==> config.mk <==
export PLATFORM = sky130hd
export DESIGN_NAME = cast_vc_allocator
export DESIGN_NICKNAME = d
export VERILOG_FILES = /design/src/rtl/cast_vc_allocator.sv
export SDC_FILE = /design/constraint.sdc
export NUM_CORES = 1
export LEC_CHECK = 0
export ABC_AREA = 1
export CAP_MARGIN = 25
export CORE_MARGIN = 4
export CORE_UTILIZATION = 35
export DETAILED_ROUTE_END_ITERATION = 16
export PLACE_DENSITY = 0.72
export SLEW_MARGIN = 10
export SYNTH_ARGS = -nofsm -noshare
export SYNTH_HDL_FRONTEND = slang
export SYNTH_SLANG_ARGS = --single-unit
export TNS_END_PERCENT = 20
==> constraint.sdc <==
create_clock -name clk -period 5.05 [get_ports clk]
set_clock_uncertainty 0.1 [all_clocks]
set_input_delay 1.01 -clock clk [delete_from_list [all_inputs] [get_ports clk]]
set_output_delay 1.01 -clock clk [all_outputs]
set_load 0.02 [all_outputs]
==> src/rtl/cast_vc_allocator.sv <==
// cast_vc_allocator
// Shared output-channel allocator for one cast router. Each head flit's
// request vector is granted all-or-nothing, so a multicast packet never
// holds a partial set of outputs. A granted output stays owned by its
// input until that input's tail flit fires.
//
// Ports:
//   clk        router clock
//   rstn       asynchronous, active-low reset
//   req        request vector of input i at [i*NP +: NP] (multi-hot allowed)
//   tail_fire  input i's tail flit transferred this cycle
//   sel_out    granted output vector of input i (req slice when granted, else 0)
//   granted    input i granted this cycle (combinational, from registered state)
//   out_busy   output o currently owned
//   out_owner  owner index of output o at [o*OW +: OW] (valid when out_busy[o])
//
// Configuration macro:
//   CAST_VCA_RR_EN  defined   -> rotating priority pointer (starvation-free)
//                   undefined -> fixed priority, input 0 highest, no pointer register
module cast_vc_allocator #(
    parameter int NP = 5,
    parameter int OW = $clog2(NP)
) (
    input  logic             clk,
    input  logic             rstn,
    input  logic [NP*NP-1:0] req,
    input  logic [NP-1:0]    tail_fire,
    output logic [NP*NP-1:0] sel_out,
    output logic [NP-1:0]    granted,
    output logic [NP-1:0]    out_busy,
    output logic [NP*OW-1:0] out_owner
);

    logic [NP-1:0] busy_reg;
    logic [NP-1:0] busy_next;
    logic [NP-1:0] hold_reg;
    logic [NP-1:0] hold_next;
    logic [OW-1:0] owner_reg  [NP];
    logic [OW-1:0] owner_next [NP];
    logic [NP-1:0] grant_raw;
    logic [OW-1:0] rr;

`ifdef CAST_VCA_RR_EN
    logic [OW-1:0] rr_reg;
    logic [OW-1:0] rr_next;

    // Pointer moves just past the highest-priority winner of this cycle.
    always_comb begin
        int idx;
        logic found;
        rr_next = rr_reg;
        found   = 1'b0;
        idx     = 0;
        for (int k = 0; k < NP; k++) begin
            idx = int'(rr_reg) + k;
            if (idx >= NP) idx = idx - NP;
            if (!found && grant_raw[idx]) begin
                found   = 1'b1;
                rr_next = (idx == NP - 1) ? '0 : OW'(idx + 1);
            end
        end
    end

    always_ff @(posedge clk or negedge rstn) begin
        if (!rstn) rr_reg <= '0;
        else       rr_reg <= rr_next;
    end

    assign rr = rr_reg;
`else
    assign rr = '0;
`endif

    // Priority scan from rr. An input is eligible only when every output it
    // asks for is free in registered state and not already claimed by a
    // higher-priority winner this cycle; this keeps multicast atomic.
    always_comb begin
        logic [NP-1:0] claimed;
        logic [NP-1:0] slice;
        int idx;
        claimed   = '0;
        slice     = '0;
        grant_raw = '0;
        idx       = 0;
        for (int k = 0; k < NP; k++) begin
            idx = int'(rr) + k;
            if (idx >= NP) idx = idx - NP;
            slice = req[idx*NP +: NP];
            if ((slice != '0) && !hold_reg[idx] &&
                ((slice & busy_reg) == '0) && ((slice & claimed) == '0)) begin
                grant_raw[idx] = 1'b1;
                claimed        = claimed | slice;
            end
        end
    end

    // Release is evaluated on registered ownership, so a freed output only
    // becomes grantable in the cycle after tail_fire. A tail on an input
    // being granted in the same cycle cancels the grant's ownership.
    always_comb begin
        busy_next = busy_reg;
        hold_next = hold_reg;
        for (int o = 0; o < NP; o++) begin
            owner_next[o] = owner_reg[o];
            if (busy_reg[o] && tail_fire[owner_reg[o]] && hold_reg[owner_reg[o]])
                busy_next[o] = 1'b0;
        end
        for (int i = 0; i < NP; i++) begin
            if (tail_fire[i]) begin
                hold_next[i] = 1'b0;
            end else if (grant_raw[i]) begin
                hold_next[i] = 1'b1;
                for (int o = 0; o < NP; o++) begin
                    if (req[i*NP + o]) begin
                        busy_next[o]  = 1'b1;
                        owner_next[o] = OW'(i);
                    end
                end
            end
        end
    end

    always_ff @(posedge clk or negedge rstn) begin
        if (!rstn) begin
            busy_reg <= '0;
            hold_reg <= '0;
            for (int o = 0; o < NP; o++) owner_reg[o] <= '0;
        end else begin
            busy_reg <= busy_next;
            hold_reg <= hold_next;
            for (int o = 0; o < NP; o++) owner_reg[o] <= owner_next[o];
        end
    end

    // Grants are forced low while reset is asserted.
    assign granted  = grant_raw & {NP{rstn}};
    assign out_busy = busy_reg;

    genvar gi;
    generate
        for (gi = 0; gi < NP; gi++) begin : g_port
            assign sel_out[gi*NP +: NP]   = granted[gi] ? req[gi*NP +: NP] : '0;
            assign out_owner[gi*OW +: OW] = owner_reg[gi];
        end
    endgenerate

    // A tail and a grant on the same input in one cycle means the controller
    // sent a tail before it ever owned anything.
    a_tail_vs_grant: assert property (@(posedge clk) disable iff (!rstn)
        (tail_fire & grant_raw) == '0);

endmodule

==> results.sh, run 1 <==
# physical design summary
export IMPL_run_status="finished, final reports clean"
export IMPL_grt_max_degree=25
export IMPL_hp_class="reg2reg"
export IMPL_nNonClkBuffers=145
export IMPL_async_flop_share_pct=100.0
export IMPL_dr_pass1_iters=5
export IMPL_fillers=615
export IMPL_arrival_ps=3740
export IMPL_io_pins=82
export IMPL_drive_above_1_share_pct=24.45
export IMPL_cts_buffers=3
export IMPL_dieArea_um2=8112
export IMPL_most_common_cell="nand2_1"
export IMPL_hold_depth=2
export IMPL_ys_top_cells_by_area="dfrtp_1 27%, nand2_1 19%, inv_1 11%"
export IMPL_clockBufferDepth=2
export IMPL_grt_pass1_wl_mm=14.21
export IMPL_clk_pin_slew_ps=90
export IMPL_ctsHoldBuffers=0
export IMPL_timing_fmax_mhz=206.3
export IMPL_nets=577
export IMPL_final_common_cell="nand2_1"
export IMPL_critPathCapture="sel_out[24]"
export IMPL_sequentialPowerShare_pct=21.7
export IMPL_gp_congestion=0.9655
export IMPL_synth_area_um2=2357
export IMPL_power_frac_clock_pct=6.2
export IMPL_p_sw_mw=0.9440
export IMPL_p_clk_mw=0.118
export IMPL_crit_slowest_cell="clkdlybuf4s15_1"
export IMPL_comb_share_pct=39.90
export IMPL_synth_seq_share_pct=26.54
export IMPL_antenna_left=0
export IMPL_slowest_delay_ps=210
export IMPL_ys_types=30
export IMPL_yosys_warnings=0
export IMPL_finalMaxSlewViolations=0
export IMPL_top_area_cell="dfrtp_1"
export IMPL_worst_path_max_fanout=7
export IMPL_ys_flops=25
export IMPL_inv_count=71
export IMPL_setup_viol=0
export IMPL_rrSetupSlack_ps=1750
export IMPL_crit_required_ps=3940
export IMPL_cts_sinks=25
export IMPL_tightest_slew_ps=650.1
export IMPL_cts_tree="done"
export IMPL_post_cts_setup_buffer_count=1
export IMPL_syn_num_nets=430
export IMPL_drt_iter0_drc=166
export IMPL_fp_util_pct=36.50
export IMPL_cp_depth=27
export IMPL_r2r_start="out_busy[4]$_DFF_PN0_"
export IMPL_overflow=0
export IMPL_swShare_pct=49.75
export IMPL_cpMostUsedCell="nand2_1"
export IMPL_comb_power_mw=1.37
export IMPL_hpwl_mm=7.020
export IMPL_power_density_nw_per_um2=491.6
export IMPL_syn_area_per_cell_um2=5.923
[run 1: per-layer routing]
layer | GRT usage [%] | wire length, um
met2 | 34.04 | 3972
met5 | 0 | 0
met1 | 28.62 | 3849
met4 | 5.485 | 182
met3 | 2.838 | 683
[run 1: through the flow]
stage / instance area (um2) / total power [mW] / setup TNS (ps)
2_1_floorplan: 2357 / 1.152 / 0
3_5_place_dp: 3689 / 1.726 / -4074
4_1_cts: 3714 / 1.846 / -101.3
3_3_place_gp: 3689 / 1.701 / -2713
5_1_grt: 3860 / 2.067 / -150.6
6_report: 3860 / 1.898 / 0
[run 1: kinds of logic (layout without fill, tap and decap cells)]
logic type	count (synthesis)	after routing	share of synthesized area, %
and+or+nand+nor	253	253	50.11
buffers and inverters	74	220	12.10
AOI/OAI and AO/OA	46	46	11.25
DFF	25	25	26.54
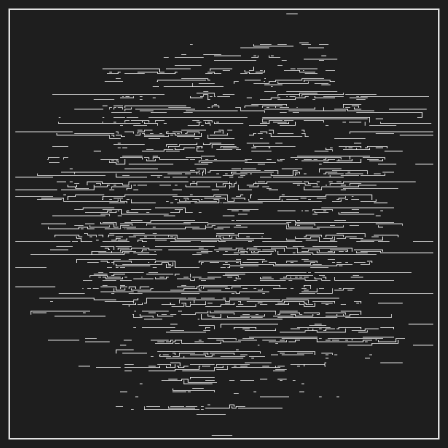
run_1/m1.png
- wire length on this layer: 3850 um
- longest straight run: 29.0 um
vias post-DR: 3117
GRT met1 Usage: 28.62%
Routed WL: 8.688 mm

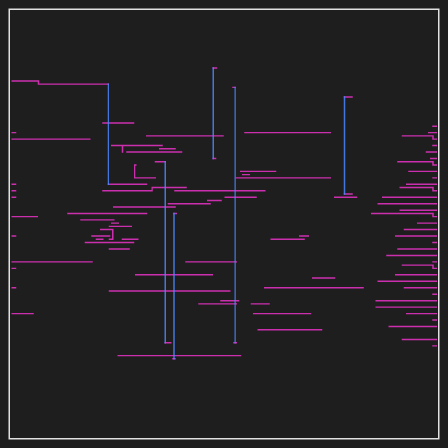
run_1/layers.png
Only two layers are drawn.
- blue: M4 (wire length 183 um)
- magenta: M3 (wire length 683 um)
Total Routing Usage GR: 20.75%
wire per inst: 13.99 um

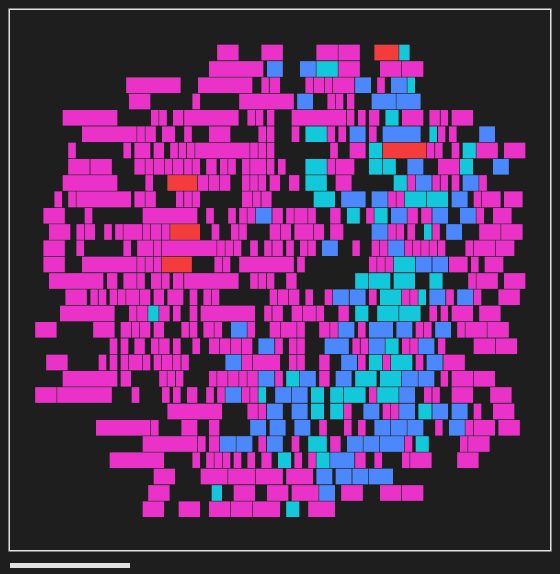
run_1/sizing.png
Scale bar: 20 um.
- cyan: x2 (cells 51; share 9.4%)
- blue: x3 and x4 (cells 77; share 14%)
- red: x6 and larger (cells 5; share 0.92%)
- magenta: x1 and smaller (cells 411; share 76%)
Area growth, synth to finish: 63.75%
final worst setup slack: 201.7 ps

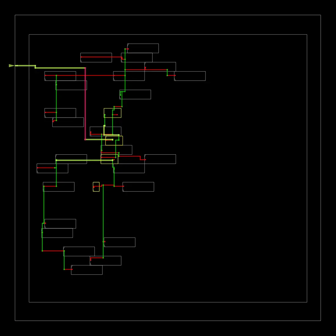
run_1/clock_nets.png
# clk buffers: 3
Seq cells: 25

## Run 2: what changed since run 1
--- a/config.mk
+++ b/config.mk
@@ -10,6 +10,7 @@
 export CORE_MARGIN = 4
 export CORE_UTILIZATION = 35
 export DETAILED_ROUTE_END_ITERATION = 16
+export MAX_ROUTING_LAYER = met4
 export PLACE_DENSITY = 0.72
 export SLEW_MARGIN = 10
 export SYNTH_ARGS = -nofsm -noshare
==> run 2 against run 1 <==
  * Utilization grew 0.62 points
  * Final cell count increased by 0.48%
  * Critical path depth is 1 higher
  * Worst hold slack got worse by 2.9 ps
  * Non-clock buffer count up 3
  * Synthesized cell count stayed put
  * Via count increased by 0.32%
  * Die area unchanged
  * Count of clock-buffer cells in the layout unchanged
  * Area after synthesis unchanged
  * Sequential share of layout area is 0.17 points lower
==> results.sh, run 2 <==
# physical design summary
export IMPL_critPathCapture="sel_out[24]"
export IMPL_setup_viol=0
export IMPL_arrival_ps=3800
export IMPL_async_flop_share_pct=100.0
export IMPL_power_mw=1.928
export IMPL_rsz0062_at_grt="true"
export IMPL_grtUsageMet3_pct=3.088
export IMPL_grt_busiest_layer="met2"
export IMPL_worst_path_max_fanout=7
export IMPL_syn_num_nets=430
export IMPL_comb_power_mw=1.39
export IMPL_place_area_um2=3696
export IMPL_run_status="finished, final reports clean"
export IMPL_wl_met2_mm=4.005
export IMPL_tightest_slew_ps=623.6
export IMPL_synth_seq_share_pct=26.54
export IMPL_grt_max_degree=25
export IMPL_postLayoutSetupSlackWorst_ps=137.9
export IMPL_fp_util_pct=36.50
export IMPL_dieArea_um2=8112
export IMPL_wl_met3_um=488
export IMPL_p_sw_mw=0.9590
export IMPL_crit_slowest_cell="nor2_4"
export IMPL_fillers=605
export IMPL_drive_above_1_share_pct=25.78
export IMPL_grt_use_met1_pct=27.70
export IMPL_syn_area_per_cell_um2=5.923
export IMPL_area_delta_synth_final_pct=65.45
export IMPL_grt_pass1_wl_mm=14.48
export IMPL_portBuffers=81
export IMPL_sequentialPowerShare_pct=21.4
export IMPL_dr_pass1_iters=5
export IMPL_overflow=0
export IMPL_gp_congestion=0.9968
export IMPL_ys_flops=25
export IMPL_clk_pin_slew_ps=90
export IMPL_crit_required_ps=3940
export IMPL_most_common_cell="nand2_1"
export IMPL_antenna_left=0
export IMPL_synth_area_um2=2357
export IMPL_top_layer="met4"
export IMPL_setup_tns_ps=0
export IMPL_use_met2_pct=34.72
export IMPL_yosys_warnings=0
export IMPL_clockBufferDepth=2
export IMPL_drt_iter0_drc=154
export IMPL_r2r_start="out_busy[4]$_DFF_PN0_"
export IMPL_crit_start="req[0]"
export IMPL_top_area_cell="dfrtp_1"
export IMPL_final_cells=624
export IMPL_hpwl_mm=7.039
export IMPL_hold_depth=2
export IMPL_final_common_cell="nand2_1"
export IMPL_fin_area_um2=3900
export IMPL_nets=580
export IMPL_yosysTopAreaCellShare_pct=26.54
export IMPL_worst_path_dominant_cell_family="simple AND/OR/NAND/NOR gates"
export IMPL_finalMaxSlewViolations=0
export IMPL_drv_cap=0
export IMPL_power_density_nw_per_um2=494.4
export IMPL_cpMostUsedCell="nand2_1"
export IMPL_wl_met1_mm=4.004
export IMPL_cp_depth=28
export IMPL_rrSetupSlack_ps=1490
export IMPL_swShare_pct=49.73
export IMPL_hp_class="reg2reg"
export IMPL_placed_cells=613
export IMPL_timing_fmax_mhz=203.6
export IMPL_power_frac_clock_pct=6.4
export IMPL_cts_tree="done"
export IMPL_io_pins=82
export IMPL_ys_types=30
export IMPL_ys_top_cells_by_area="dfrtp_1 27%, nand2_1 19%, inv_1 11%"
==> run 2: cell counts after synthesis <==
No cell type changed its count.
==> run 2: cell families after synthesis <==
| family | Yosys count | share of synthesized area, % |
|---|---|---|
| flip-flops | 25 | 26.54 |
| AND/OR/NAND/NOR | 253 | 50.11 |
| AND-OR/OR-AND | 46 | 11.25 |
| buffers and inverters | 74 | 12.10 |
==> run 2: layout make-up <==
type                       count  area share, %
clock inverter                 1         0.1925
tap                           77          2.470
inverter                      71          6.834
multi-input combinational    299          39.88
sequential                    25          16.04
clock buffer                   3          1.059
timing repair buffer         148          33.53
==> run 2: what timing repair did <==
action                                  in CTS  in global routing
setup buffers                                1                  6
gates resized                               46                 36
pin swaps                                    4                 15
hold buffers                                 0                  0
endpoints found under the setup margin      12                 15
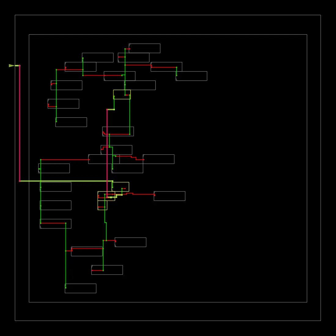
run_2/clock_nets.png
Clock Power: 0.124 mW
Inserted Clock Buffers: 3
clk latency late pin: 270 ps
Num Clock Sinks: 25

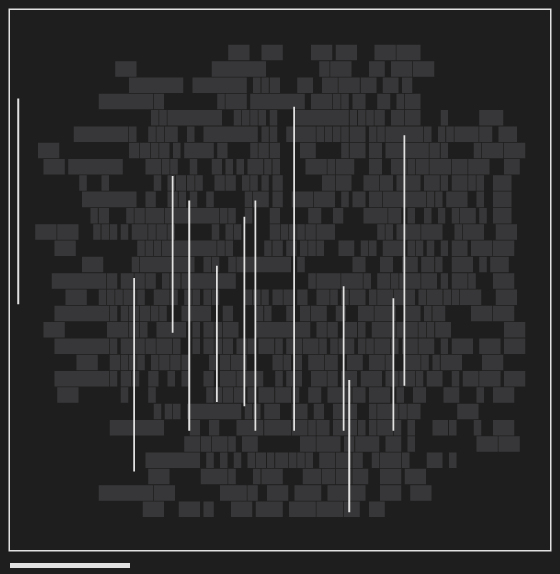
run_2/m4.png
Scale bar: 20 um. Cells faint in the background.
- share of all routed wire: 4.3%
- main direction: vertical
- wire length on this layer: 384 um
- nets with wire on the layer: 12
Routed WL: 8.882 mm
vias post-DR: 3127

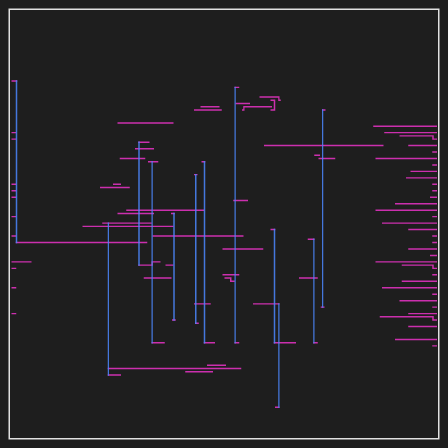
run_2/layers.png
Only two layers are drawn.
- blue: M4 (wire length 384 um)
- magenta: M3 (wire length 488 um)
Total Routing Usage GR: 21.79%
wire per inst: 14.23 um

## Run 3: what changed since run 2
--- a/config.mk
+++ b/config.mk
@@ -11,7 +11,7 @@
 export CORE_UTILIZATION = 35
 export DETAILED_ROUTE_END_ITERATION = 16
 export MAX_ROUTING_LAYER = met4
-export PLACE_DENSITY = 0.72
+export PLACE_DENSITY = 0.64
 export SLEW_MARGIN = 10
 export SYNTH_ARGS = -nofsm -noshare
 export SYNTH_HDL_FRONTEND = slang
==> run 3 against run 2 <==
  * Worst hold slack gained 4.2 ps
  * Synthesized cell count is the same
  * Worst setup slack gained 66 ps
  * Critical path type unchanged
  * Fmax grew 1.4%
  * Count of clock-buffer cells in the layout grew 1
  * Clock power shrank 6%
  * Wire length shrank 5.7%
  * Highest routed layer unchanged
  * Sequential power shrank 1%
  * Non-clock buffer count shrank 8
  * Die area is the same
  * Cell area shrank 2.6%
  * Flip-flop count is the same
==> results.sh, run 3 <==
# physical design summary
export IMPL_ys_types=30
export IMPL_cpMostUsedCell="nand2_1"
export IMPL_wl_met3_um=404
export IMPL_placed_cells=611
export IMPL_ctsHoldBuffers=0
export IMPL_setup_tns_ps=0
export IMPL_synth_area_um2=2357
export IMPL_top_layer="met4"
export IMPL_area_delta_synth_final_pct=61.20
export IMPL_swShare_pct=49.71
export IMPL_timing_fmax_mhz=206.3
export IMPL_wl_met2_mm=4.019
export IMPL_cts_sinks=25
export IMPL_run_status="finished, final reports clean"
export IMPL_synthMuxAreaShare_pct=0
export IMPL_worst_path_dominant_cell_family="simple AND/OR/NAND/NOR gates"
export IMPL_wl_met1_mm=3.839
export IMPL_aoi_share_pct=11.25
export IMPL_track_usage_pct=20.86
export IMPL_grt_busiest_layer="met2"
export IMPL_post_cts_setup_buffer_count=0
export IMPL_grt_max_degree=25
export IMPL_grt_pass1_wl_mm=13.70
export IMPL_power_mw=1.864
export IMPL_gp_congestion=0.9476
export IMPL_p_sw_mw=0.9266
export IMPL_drt_iter0_drc=212
export IMPL_io_pins=82
export IMPL_synthTopLogicFamily="simple AND/OR/NAND/NOR gates"
export IMPL_post_cts_resized=28
export IMPL_power_density_nw_per_um2=490.5
export IMPL_xor_share_pct=0
export IMPL_dieArea_um2=8112
export IMPL_synth_seq_share_pct=26.54
export IMPL_hp_class="reg2reg"
export IMPL_ys_top_cells_by_area="dfrtp_1 27%, nand2_1 19%, inv_1 11%"
export IMPL_synth_simple_area_share_pct=50.11
export IMPL_finalMaxSlewViolations=0
export IMPL_yosysTopAreaCellShare_pct=26.54
export IMPL_most_common_cell="nand2_1"
export IMPL_drv_cap=0
export IMPL_antenna_left=0
export IMPL_final_common_cell="nand2_1"
export IMPL_postLayoutSetupSlackWorst_ps=203.8
export IMPL_yosys_warnings=0
export IMPL_cts_tree="done"
export IMPL_syn_area_per_cell_um2=5.923
export IMPL_ys_flops=25
export IMPL_top_cells_by_count="121 x nand2_1, 67 x inv_1, 49 x nor2_1"
export IMPL_fa_ha_area_share_pct=0
export IMPL_power_frac_clock_pct=6.3
export IMPL_worst_path_max_fanout=6
export IMPL_arrival_ps=3740
export IMPL_fin_area_um2=3800
export IMPL_crit_start="req[7]"
export IMPL_portBuffers=81
export IMPL_crit_slowest_cell="clkdlybuf4s50_1"
export IMPL_clockBufferDepth=2
export IMPL_syn_num_nets=430
export IMPL_avgRoutedWirePerCell_um=13.60
export IMPL_async_flop_share_pct=100.0
export IMPL_crit_required_ps=3940
export IMPL_final_cells=616
export IMPL_fp_util_pct=36.50
export IMPL_grtUsageMet3_pct=1.836
export IMPL_overflow=0
export IMPL_sequentialPowerShare_pct=21.8
export IMPL_tightest_slew_ps=638.2
export IMPL_cts_buffers=3
export IMPL_hpwl_mm=7.046
export IMPL_place_area_um2=3681
export IMPL_nets=572
export IMPL_comb_power_mw=1.34
==> run 3: worst paths after layout <==
kind,depth (start not counted),slack (ps),end
max in group asynchronous,2,3660,out_busy[1]$_DFF_PN0_
min in group asynchronous,2,970,hold_reg[0]$_DFFE_PN0P_
min,2,440,hold_reg[2]$_DFFE_PN0P_
max,22,200,sel_out[19]
max reg2reg,26,1790,out_owner[8]$_DFF_PN0_
min reg2reg,2,440,hold_reg[2]$_DFFE_PN0P_
==> run 3: area by class of cell <==
cell class,instances,area (um2)
fill,618,2659
sequential,25,625.6
timing repair buffer,140,1245
tap,77,96.34
multi-input combinational,299,1521
inverter,71,266.5
clock buffer,4,45.04
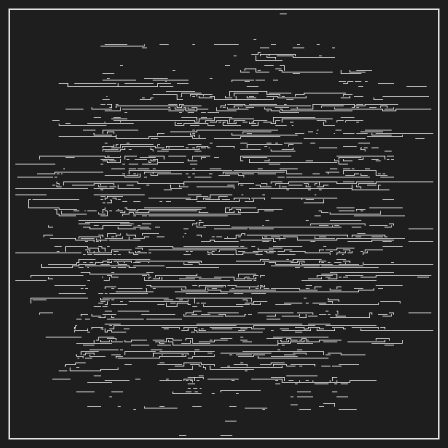
run_3/m1.png
- main direction: horizontal
- longest straight run: 29.0 um
- nets with wire on the layer: 525
- wire length on this layer: 3840 um
- share of all routed wire: 46%
GRT met1 Usage: 27.09%
Routed WL: 8.378 mm
vias post-DR: 2984

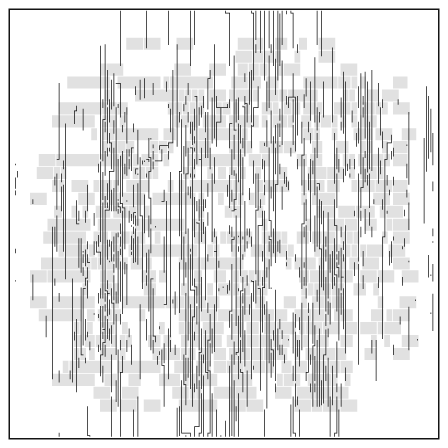
run_3/m2.png
Cells faint in the background.
- longest straight run: 34.7 um
- wire length on this layer: 4020 um
- main direction: vertical
- share of all routed wire: 48%
met2 Usage GRT: 34.72%

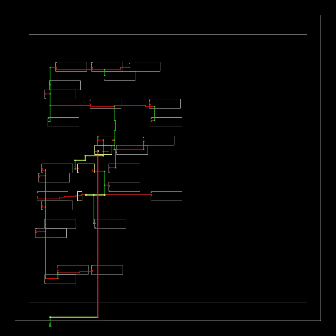
run_3/clock_nets.png
clk latency late pin: 260 ps
# clk buffers: 4
Clock Power: 0.117 mW

No activity file was given, so power comes from the tool's default toggle rates.
